$ cat src/rtl/clock_ctrl_pkg.sv
// Shared types and default constants for the slow-clock generator.
package clock_ctrl_pkg;

  // Controller states: free run, waiting for the high phase, frozen high, stepping low.
  typedef enum logic [1:0] {
    RUN       = 2'd0,
    HALT_PEND = 2'd1,
    HALTED    = 2'd2,
    STEP_LOW  = 2'd3
  } clk_state_t;

  // Default half-period counter width and terminal counts for each freq setting.
  localparam int CNT_W_DEF = 26;
  localparam int DIV0_DEF  = 6250000;
  localparam int DIV1_DEF  = 25000000;
  localparam int DIV2_DEF  = 2500000;
  localparam int DIV3_DEF  = 1;

endpackage

$ cat src/rtl/clock_ctrl_if.sv
// Control inputs and clock/strobe outputs of the slow-clock generator.
interface clock_ctrl_if;

  logic [1:0] freq;
  logic       halt;
  logic       step;
  logic       clk_out;
  logic       rise;
  logic       fall;
  logic       halted;

  // Requester side: drives divisor select and run control, observes the clock.
  modport master (
    output freq, halt, step,
    input  clk_out, rise, fall, halted
  );

  // Generator side.
  modport slave (
    input  freq, halt, step,
    output clk_out, rise, fall, halted
  );

endinterface

$ cat src/rtl/clock_ctrl_half_period_counter.sv
// Half-period counter: counts up to a terminal value, then wraps to zero.
module half_period_counter
  import clock_ctrl_pkg::*;
#(
  parameter int CNT_W = CNT_W_DEF
) (
  input  logic             clk,
  input  logic             reset,
  input  logic             en,
  input  logic             clr,
  input  logic [CNT_W-1:0] term,
  output logic             wrap
);

  logic [CNT_W-1:0] count;

  // Raw terminal-count flag; the controller decides whether it means a toggle.
  assign wrap = (count == term);

  // Clear has priority so a frozen clock always restarts its phase from zero.
  always_ff @(posedge clk) begin
    if (reset || clr) begin
      count <= '0;
    end else if (en) begin
      count <= wrap ? '0 : count + CNT_W'(1);
    end
  end

endmodule

$ cat src/rtl/clock_ctrl.sv
// Programmable slow-clock generator with run/halt/single-step control.
module clock_ctrl
  import clock_ctrl_pkg::*;
#(
  parameter int CNT_W = CNT_W_DEF,
  parameter int DIV0  = DIV0_DEF,
  parameter int DIV1  = DIV1_DEF,
  parameter int DIV2  = DIV2_DEF,
  parameter int DIV3  = DIV3_DEF
) (
  input  logic         clk,
  input  logic         reset,
  clock_ctrl_if.slave  bus
);

  clk_state_t       state;
  logic [CNT_W-1:0] div_act;
  logic             clk_out_r;
  logic             rise_r;
  logic             fall_r;
  logic             halted_r;
  logic             step_q;
  logic             step_rise;
  logic             wrap;
  logic             cnt_clr;

  function automatic logic [CNT_W-1:0] div_sel(input logic [1:0] f);
    case (f)
      2'b00:   return CNT_W'(DIV0);
      2'b01:   return CNT_W'(DIV1);
      2'b10:   return CNT_W'(DIV2);
      default: return CNT_W'(DIV3);
    endcase
  endfunction

  assign step_rise = bus.step & ~step_q;

  // Count is pinned at zero while frozen high, including the cycle a high-phase halt lands.
  assign cnt_clr = (state == HALTED) || ((state == RUN) && bus.halt && clk_out_r);

  half_period_counter #(.CNT_W(CNT_W)) u_cnt (
    .clk   (clk),
    .reset (reset),
    .en    (~cnt_clr),
    .clr   (cnt_clr),
    .term  (div_act),
    .wrap  (wrap)
  );

  // Run/halt/step controller with registered clock, strobes and divisor latch.
  always_ff @(posedge clk) begin
    if (reset) begin
      state     <= RUN;
      clk_out_r <= 1'b0;
      rise_r    <= 1'b0;
      fall_r    <= 1'b0;
      halted_r  <= 1'b0;
      step_q    <= 1'b0;
      div_act   <= div_sel(bus.freq);
    end else begin
      step_q <= bus.step;
      rise_r <= 1'b0;
      fall_r <= 1'b0;
      if (state == HALTED) begin
        div_act <= div_sel(bus.freq);
      end
      case (state)
        RUN: begin
          if (bus.halt && clk_out_r) begin
            state    <= HALTED;
            halted_r <= 1'b1;
          end else if (wrap) begin
            clk_out_r <= ~clk_out_r;
            rise_r    <= ~clk_out_r;
            fall_r    <= clk_out_r;
            div_act   <= div_sel(bus.freq);
            if (bus.halt) begin
              state    <= HALTED;
              halted_r <= 1'b1;
            end
          end else if (bus.halt) begin
            state <= HALT_PEND;
          end
        end
        HALT_PEND: begin
          if (wrap) begin
            clk_out_r <= 1'b1;
            rise_r    <= 1'b1;
            div_act   <= div_sel(bus.freq);
          end
          if (!bus.halt) begin
            state <= RUN;
          end else if (wrap) begin
            state    <= HALTED;
            halted_r <= 1'b1;
          end
        end
        HALTED: begin
          if (!bus.halt) begin
            state    <= RUN;
            halted_r <= 1'b0;
          end else if (step_rise) begin
            clk_out_r <= 1'b0;
            fall_r    <= 1'b1;
            state     <= STEP_LOW;
            halted_r  <= 1'b0;
          end
        end
        STEP_LOW: begin
          if (wrap) begin
            clk_out_r <= 1'b1;
            rise_r    <= 1'b1;
            div_act   <= div_sel(bus.freq);
            state     <= HALTED;
            halted_r  <= 1'b1;
          end
        end
        default: begin
          state    <= RUN;
          halted_r <= 1'b0;
        end
      endcase
    end
  end

  assign bus.clk_out = clk_out_r;
  assign bus.rise    = rise_r;
  assign bus.fall    = fall_r;
  assign bus.halted  = halted_r;

endmodule

$ cat src/flat_wrapper.sv
// flat-port wrapper written by rule: the top's interface ports become plain ports
module clock_ctrl_flat import clock_ctrl_pkg::*;
#(
  parameter int CNT_W = CNT_W_DEF,
  parameter int DIV0  = DIV0_DEF,
  parameter int DIV1  = DIV1_DEF,
  parameter int DIV2  = DIV2_DEF,
  parameter int DIV3  = DIV3_DEF
)
  (clk, reset, bus_freq, bus_halt, bus_step, bus_clk_out, bus_rise, bus_fall, bus_halted);
  clock_ctrl_if bus_i ();
  input  logic clk;
  input  logic reset;
  input wire logic [$bits(bus_i.freq)-1:0] bus_freq;
  input wire logic [$bits(bus_i.halt)-1:0] bus_halt;
  input wire logic [$bits(bus_i.step)-1:0] bus_step;
  output wire logic [$bits(bus_i.clk_out)-1:0] bus_clk_out;
  output wire logic [$bits(bus_i.rise)-1:0] bus_rise;
  output wire logic [$bits(bus_i.fall)-1:0] bus_fall;
  output wire logic [$bits(bus_i.halted)-1:0] bus_halted;
  assign bus_i.freq = bus_freq;
  assign bus_i.halt = bus_halt;
  assign bus_i.step = bus_step;
  assign bus_clk_out = bus_i.clk_out;
  assign bus_rise = bus_i.rise;
  assign bus_fall = bus_i.fall;
  assign bus_halted = bus_i.halted;
  clock_ctrl #(.CNT_W(CNT_W), .DIV0(DIV0), .DIV1(DIV1), .DIV2(DIV2), .DIV3(DIV3)) u_core (.clk(clk), .reset(reset), .bus(bus_i));
endmodule
$ cat config.mk
export PLATFORM = sky130hd
export DESIGN_NAME = clock_ctrl_flat
export DESIGN_NICKNAME = d
export VERILOG_FILES = /design/src/rtl/clock_ctrl_pkg.sv /design/src/rtl/clock_ctrl_if.sv /design/src/rtl/clock_ctrl_half_period_counter.sv /design/src/rtl/clock_ctrl.sv /design/src/flat_wrapper.sv
export SDC_FILE = /design/constraint.sdc
export NUM_CORES = 1
export LEC_CHECK = 0
export CAP_MARGIN = 30
export CORE_MARGIN = 1
export CORE_UTILIZATION = 55
export DETAILED_ROUTE_END_ITERATION = 16
export MAX_ROUTING_LAYER = met4
export PLACE_DENSITY = 0.79
export SETUP_SLACK_MARGIN = 0.15
export SYNTH_ARGS = -nofsm -noshare
export SYNTH_HDL_FRONTEND = slang
export SYNTH_SLANG_ARGS = --single-unit
$ cat constraint.sdc
create_clock -name clk -period 3.8 [get_ports clk]
set_input_delay 0.38 -clock clk [delete_from_list [all_inputs] [get_ports clk]]
set_output_delay 0.38 -clock clk [all_outputs]
set_load 0.02 [all_outputs]
**Run 1: the metal 1 layer**

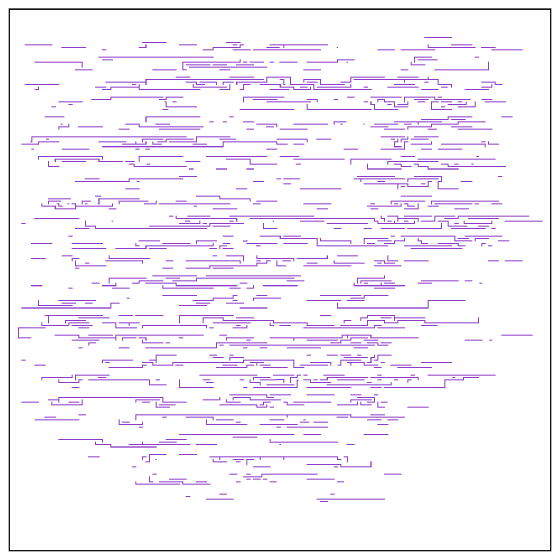
main direction	horizontal
share of all routed wire	42%
longest straight run	29.4 um
wire length on this layer	2440 um

**Run 1: met2 routing**

Cells faint in the background.
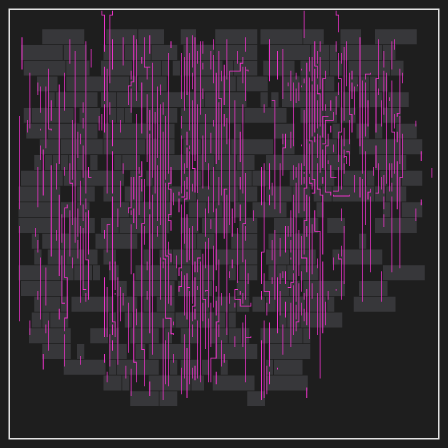
wire length on this layer	2910 um
main direction	vertical

**Run 1: placed standard cells**

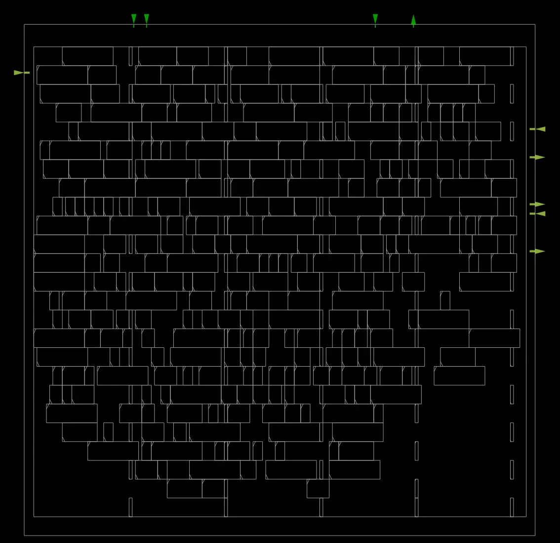
number of placement rows: 25
inserted tap cell count: 67
Finished Layout Cells: 378
Core Region: 4848 um^2
flip-flop and latch count: 59

**Run 1: sequential cells grouped by signal name**

Other sequential cells in the stronger gray, the rest of the logic in the fainter gray.
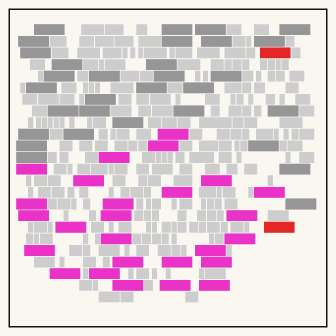
color	name in the netlist	flops
magenta	u_core.u_cnt.count	26
red	u_core.state	2
not colored	31

## run 1: kinds of logic (layout without fill, tap and decap cells)
kind of cell    count (synthesis)  after routing  synth area share, %
simple gates                  102            102                18.62
flops                          59             59                41.46
xor+xnor                       48             48                15.02
buf+inv                        34             46                6.105
compound gates                 30             30                7.686
mux                            20             20                8.476
fa+ha+maj                       6              6                2.635
## run 1: area by class of cell
class / count / share of cell area, %
clock buffers: 13 / 5.424
inverters: 21 / 2.531
multi-input cells: 206 / 47.97
flip-flops and latches: 59 / 37.93
repair buffers: 10 / 3.134
well taps: 67 / 2.692
clock inverters: 2 / 0.3214
## run 1: worst min path at each step
stage / start / to / slack [ns] / depth (start not counted)
CTS: u_core.div_act[1]$_SDFF_PP0_ / u_core.div_act[1]$_SDFF_PP0_ / 0.44 / 2
global placement: u_core.div_act[1]$_SDFF_PP0_ / u_core.div_act[1]$_SDFF_PP0_ / 0.43 / 2
floorplan: u_core.div_act[15]$_SDFF_PP0_ / u_core.div_act[15]$_SDFF_PP0_ / 0.42 / 2
finish: u_core.div_act[1]$_SDFF_PP0_ / u_core.div_act[1]$_SDFF_PP0_ / 0.44 / 2
global route: u_core.div_act[25]$_SDFF_PP0_ / u_core.div_act[25]$_SDFF_PP0_ / 0.46 / 2
detailed placement: u_core.div_act[1]$_SDFF_PP0_ / u_core.div_act[1]$_SDFF_PP0_ / 0.43 / 2
## run 1: sequential cells by signal, indices dropped and copies added, names as in the netlist
register and count:
u_core.div_act 26, u_core.state 2, u_core.bus.rise 1, u_core.bus.fall 1, u_core.step_q 1, u_core.u_cnt.count 26
u_core.bus.clk_out 1, u_core.bus.halted 1
## run 1: worst min-delay path: stages, from the launching register on
cell and delay, ns:
dfxtp_1 0.32, inv_1 0.05, nor2_1 0.03
==> results_dict.tcl, run 1 <==
# collected from the flow reports
set metrics [dict create \
    viasPerCell 5.624 \
    yosysTopAreaCellShare_pct 41.46 \
    number_of_setup_buffers_added_after_cts 0 \
    post-route-util_pct 64.23 \
    synth.largest_area_cell "dfxtp_1" \
    crit-reg2reg-launch "u_core.u_cnt.count[2]$_SDFFE_PP0N_" \
    maxPowerGroup "registers" \
    worstSetupStartpointType "register" \
    setup.worst_path.class "register to register" \
    p_clk_share_pct 39.2 \
    syn_nets 311 \
    layout.cell_area.non_filler_um2 3114 \
    pwr_density_cell_nw_per_um2 419.2 \
    clk_pin_slew_ns 0.06 \
    relSlewSlack_pct 39.62 \
    post_synth_inst_count 299 \
    crit_end "u_core.div_act[16]$_DFF_P_" \
    fin_setup_tns_ns 0 \
    unrepaired_setup_endpoints_after_global_routing "false" \
    critical_path.cell_chain "xnor2_2 > nand4_2 > nor4_4 > a311o_1 > buf_4 > mux2i_1" \
    synth.yosys.num_cells 299 \
    cp_top_family "AND-OR/OR-AND gates" \
    cts.root.buffer_cell "clkbuf_8" \
    leakagePower_nw 1.127 \
    gr-usage-met3_pct 9.485 \
    n_fill_cell 413 \
    cts_resized 0 \
    die_w_um 73.97 \
    syn_to_final_growth_pct 9.311 \
    drt_iter0_drc 164 \
    p_int_uw 993.7 \
    postLayoutSetupSlackWorst_ns 1.093 \
    gpl_congestion 0.9410 \
    post-layout-total-power_mw 1.305 \
    outcome "completed" \
]
==> run 1 -> run 2 <==
--- a/config.mk
+++ b/config.mk
@@ -7,10 +7,10 @@
 export LEC_CHECK = 0
 export CAP_MARGIN = 30
 export CORE_MARGIN = 1
-export CORE_UTILIZATION = 55
+export CORE_UTILIZATION = 54
 export DETAILED_ROUTE_END_ITERATION = 16
 export MAX_ROUTING_LAYER = met4
-export PLACE_DENSITY = 0.79
+export PLACE_DENSITY = 0.81
 export SETUP_SLACK_MARGIN = 0.15
 export SYNTH_ARGS = -nofsm -noshare
 export SYNTH_HDL_FRONTEND = slang
==> constraint.sdc (replaced) <==
create_clock -name clk -period 2.2 [get_ports clk]
set_input_delay 0.22 -clock clk [delete_from_list [all_inputs] [get_ports clk]]
set_output_delay 0.22 -clock clk [all_outputs]
set_load 0.02 [all_outputs]
**Run 2: the metal 1 layer**

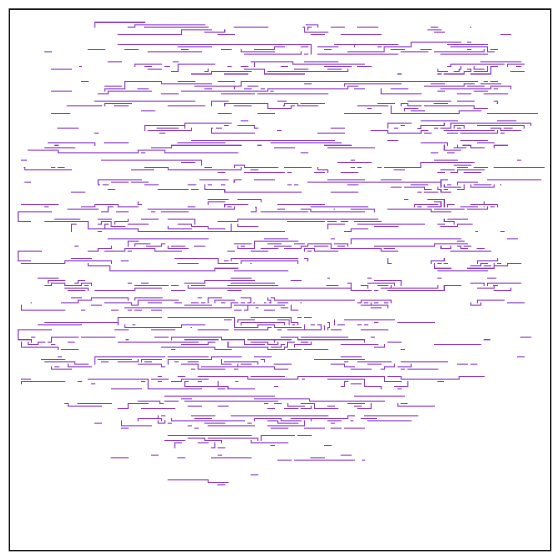
wire length on this layer	2730 um
longest straight run	32.7 um

**Run 2: met2 routing**

Cells faint in the background.
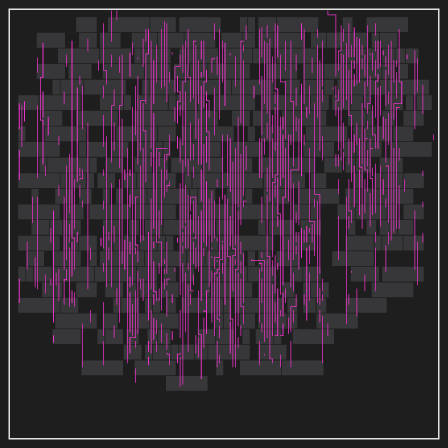
nets with wire on the layer	288
share of all routed wire	51%
wire length on this layer	3210 um
longest straight run	37.4 um
routing usage on met2: 38.84%
Total Wirelength: 6.313 mm
overall via count from detail_route: 2197

==> run 2 against run 1 <==
  * Total power increased by 79%
  * First-iteration DRC count increased by 3.0%
  * Sequential power increased by 71%
  * Non-clock buffer count increased by 15
  * Utilization increased by 0.42 points
  * Critical path type unchanged
  * Highest routed layer unchanged
  * Critical path depth increased by 1
  * Wire length increased by 8.5%
  * Via count increased by 3.3%
  * Combinational power increased by 100%
  * Maximum frequency increased by 34%
==> results_dict.tcl, run 2 <==
# collected from the flow reports
set metrics [dict create \
    outcome "completed" \
    nNonClkBuffers 25 \
    signal_buffer_area_fraction_pct 7.654 \
    viasPerCell 5.534 \
    gr-usage-met3_pct 7.898 \
    cts.root.buffer_cell "clkbuf_8" \
    design.core.area_um2 5107 \
    layout.cell_area.non_filler_um2 3302 \
    postLayoutSetupSlackWorst_ns 0.1778 \
    clock_path_buffers 2 \
    pwr_density_cell_nw_per_um2 708.7 \
    worstSetupStartpointType "register" \
    synth.largest_area_cell "dfxtp_1" \
    leakagePower_nw 1.233 \
    comb_area_share_pct 45.70 \
    syn_to_final_growth_pct 15.90 \
    seq_share_pct 35.81 \
    relSlewSlack_pct 57.43 \
    post-route-util_pct 64.65 \
    die_w_um 74.64 \
    syn_nets 311 \
    synth.yosys.num_cells 299 \
    flip_flop_and_latch_count 59 \
    clk_pin_slew_ns 0.06 \
    unrepaired_setup_endpoints_after_global_routing "false" \
    layout.non_clock_inverters 21 \
    first_global_vias 1944 \
    post_synth_inst_count 299 \
    final_cells 397 \
    yosysTopAreaCellShare_pct 41.46 \
    dominant-cell-class "multi-input combinational cells" \
    n_fill_cell 426 \
    gpl_congestion 0.8889 \
    final-clk-cell-share_pct 5.798 \
    setup.worst_path.class "register to register" \
    rows 26 \
    fin_setup_tns_ns 0 \
    floorplan.tapcells 70 \
    count_of_multi_input_gates 206 \
    largest_registers "u_core.div_act (26), u_core.u_cnt.count (26), u_core.state (2)" \
    post-layout-total-power_mw 2.340 \
    worst_slew_pin_slew_ns 0.6372 \
    clockBufferCount 15 \
]
**Run 2: placement density heat map**

7 x 7 tiles, from white (low) to dark blue (high), 0 to 100% covered.
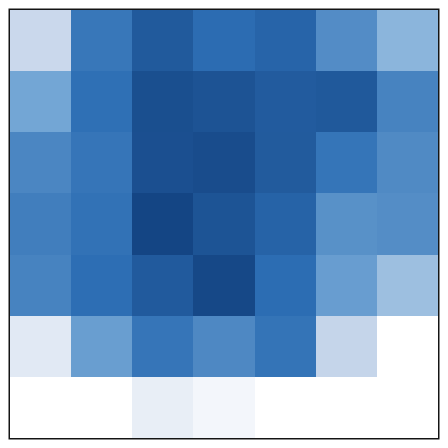
tiles over 75% full	33%
fullest tile	92%
nearly empty tiles	12%
emptiest ninth of the die	bottom right
mean over tiles	58%

run 2: where the power goes:
group | switching, mW | internal, mW | total (mW)
Combinational | 0.108 | 0.126 | 0.234
Sequential | 0.0454 | 1.12 | 1.16
Clock | 0.410 | 0.531 | 0.941
run 2: cells by family after synthesis:
logic type	synth area share [%]
AOI/OAI and AO/OA	7.686
xor gates and xnor gates	15.02
adders and majority gates	2.635
buffers and inverters	6.105
DFF	41.46
muxes	8.476
and+or+nand+nor	18.62
run 2: final timing paths:
| check | cells after the start | slack (ns) | to | start |
|---|---|---|---|---|
| setup / recovery | 7 | 0.18 | u_core.div_act[19]$_DFF_P_ | u_core.u_cnt.count[12]$_SDFFE_PP0N_ |
| hold / removal | 2 | 0.44 | u_core.div_act[25]$_SDFF_PP0_ | u_core.div_act[25]$_SDFF_PP0_ |
| setup reg to reg | 7 | 0.18 | u_core.div_act[19]$_DFF_P_ | u_core.u_cnt.count[12]$_SDFFE_PP0N_ |
| hold reg to reg | 2 | 0.44 | u_core.div_act[25]$_SDFF_PP0_ | u_core.div_act[25]$_SDFF_PP0_ |
run 2: worst max-delay path, cell delays in order (launching register included):
cell and delay [ns]:
dfxtp_1 0.46, xnor2_2 0.16, nand4_2 0.13, nor4_4 0.31, a311o_1 0.30, buf_4 0.17, clkbuf_16 0.17, mux2i_1 0.24
run 2: repair_timing:
action | in CTS | in global routing
buffers inserted | 0 | 1
endpoints found under the hold margin | 0 | 0
endpoints found under the setup margin | 0 | 12
gates resized | 0 | 3
run 2: per-layer routing:
layer	part of all wire (%)	up-vias	routed length (um)
met5	0	-	0
met4	1.9	0	122
met3	4.0	12	252
met2	51	48	3209
met1	43	1065	2728
li1	-	1072	-
==> run 2 -> run 3 <==
==> constraint.sdc (replaced) <==
create_clock -name clk -period 2.2 [get_ports clk]
set_input_delay 0.22 -clock clk [delete_from_list [all_inputs] [get_ports clk]]
set_output_delay 0.22 -clock clk [all_outputs]
set_load 0.005 [all_outputs]
**Run 3: sequential cells grouped by signal name**

Other sequential cells in the stronger gray, the rest of the logic in the fainter gray.
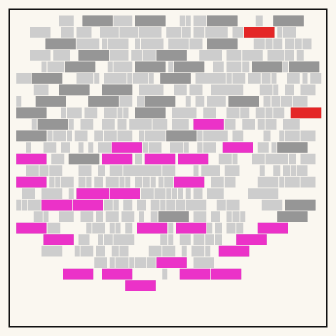
color	name in the netlist	flops
red	u_core.state	2
magenta	u_core.u_cnt.count	26
fin util: 64.65%
Seq. cell area: 1182 um^2
sequential share of cell area: 35.81%

**Run 3: placed standard cells**

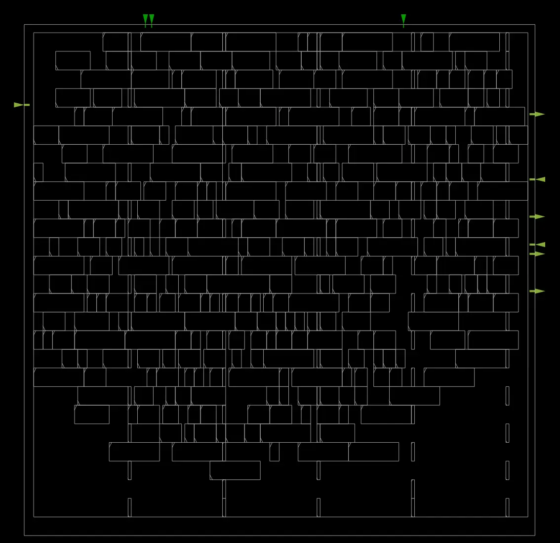
number of fill cells in the layout: 426
inserted tap cell count: 70

==> run 3 against run 2 <==
  * Utilization stayed put
  * Via count stayed put
  * Global-route usage stayed put
  * Maximum frequency stayed put
  * Total power hardly changed
  * Synthesized cell count stayed put
  * Flip-flop count stayed put
  * Wire length stayed put
  * Cell count stayed put
==> results_dict.tcl, run 3 <==
# collected from the flow reports
set metrics [dict create \
    outcome "completed" \
    r2r_setup_slack_ns 0.18 \
    clk_pin_slew_ns 0.06 \
    grt_remaining_overflow 0 \
    ys_sh_simple_pct 18.62 \
    worstSetupStartpointType "register" \
    vias 2197 \
    whs_ns 0.4411 \
    drt-total-wl_mm 6.313 \
    post_synth_mux_area_share_pct 8.476 \
    top_fanout_value_on_the_critical_path 12 \
    crit-reg2reg-launch "u_core.u_cnt.count[12]$_SDFFE_PP0N_" \
    yosysTopAreaCellShare_pct 41.46 \
    initial_antenna_violation_count 0 \
    clock_path_buffers 2 \
    ys_sh_xor_pct 15.02 \
    postLayoutSetupSlackWorst_ns 0.1778 \
    synth_adder_area_share_pct 2.635 \
    synth.largest_area_cell "dfxtp_1" \
    syn_nets 311 \
    min_to "u_core.div_act[25]$_SDFF_PP0_" \
    unrepaired_setup_endpoints_after_global_routing "false" \
    reg2reg_to "u_core.div_act[19]$_DFF_P_" \
    layout.cell_area.non_filler_um2 3302 \
    synth_cell_type_count 49 \
    synth.yosys.num_cells 299 \
    most_common_cell "dfxtp_1" \
    cts.root.buffer_cell "clkbuf_8" \
    setup.worst_path.class "register to register" \
    worst_slew_pin_slew_ns 0.6372 \
    drt_iter0_drc 169 \
    first_global_vias 1944 \
    fin_setup_tns_ns 0 \
    post-layout-total-power_mw 2.340 \
    relSlewSlack_pct 57.43 \
    pwr_density_cell_nw_per_um2 708.7 \
    crit_end "u_core.div_act[19]$_DFF_P_" \
    ys_sh_aoi_pct 7.686 \
    final_cells 397 \
    gpl_congestion 0.8889 \
    largest_registers "u_core.div_act (26), u_core.u_cnt.count (26), u_core.state (2)" \
    rows 26 \
    syn_to_final_growth_pct 15.90 \
    post_synth_inst_count 299 \
    design.core.area_um2 5107 \
]
**Run 3: the metal 1 layer**

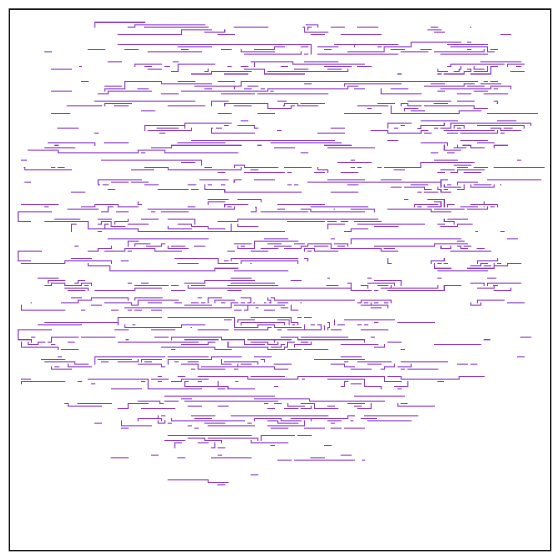
longest straight run	32.7 um
share of all routed wire	43%
nets with wire on the layer	312
main direction	horizontal
GR met1 Demand/Resource: 28.34%

[run 3: cell counts after synthesis]
Identical to the previous run, type by type.
[run 3: worst max-delay path, stage by stage, from the launching register on]
cell and delay, ns:
dfxtp_1 0.46, xnor2_2 0.16, nand4_2 0.13, nor4_4 0.31, a311o_1 0.30, buf_4 0.17
clkbuf_16 0.17, mux2i_1 0.24
[run 3: cell type report]
cell class | count | area (um^2) | area share, %
multi-input combinational | 206 | 1509 | 45.70
sequential | 59 | 1182 | 35.81
timing repair buffer | 25 | 252.7 | 7.654
clock buffer | 15 | 186.4 | 5.646
tap | 70 | 87.58 | 2.653
inverter | 21 | 78.83 | 2.387
clock inverter | 1 | 5.005 | 0.1516
[run 3: power breakdown]
part,switching (mW),total (mW),internal [mW],leakage (nW)
Clock,0.410,0.941,0.531,0.0997
Combinational,0.108,0.234,0.126,0.650
Sequential,0.0454,1.16,1.12,0.483
Total,0.564,2.34,1.78,1.23
[run 3: routing by layer]
layer / part of all wire (%) / up-vias / global-route usage (%)
met2: 51 / 48 / 38.84
met3: 4.0 / 12 / 7.898
met1: 43 / 1065 / 28.34
li1: - / 1072 / -
met4: 1.9 / 0 / 7.966
met5: 0 / - / -
[run 3: cell families (layout without fill, tap and decap cells)]
family | after synthesis | in the layout
mux | 20 | 20
simple gates | 102 | 102
buf+inv | 34 | 62
flops | 59 | 59
xor+xnor | 48 | 48
compound gates | 30 | 30
fa+ha+maj | 6 | 6
[run 3: timing repair]
item / CTS / global route
setup buffers: 0 / 1
hold buffers: 0 / 0
setup endpoints to repair: 0 / 12
resized: 0 / 3
Power and IR drop assume default switching activity.
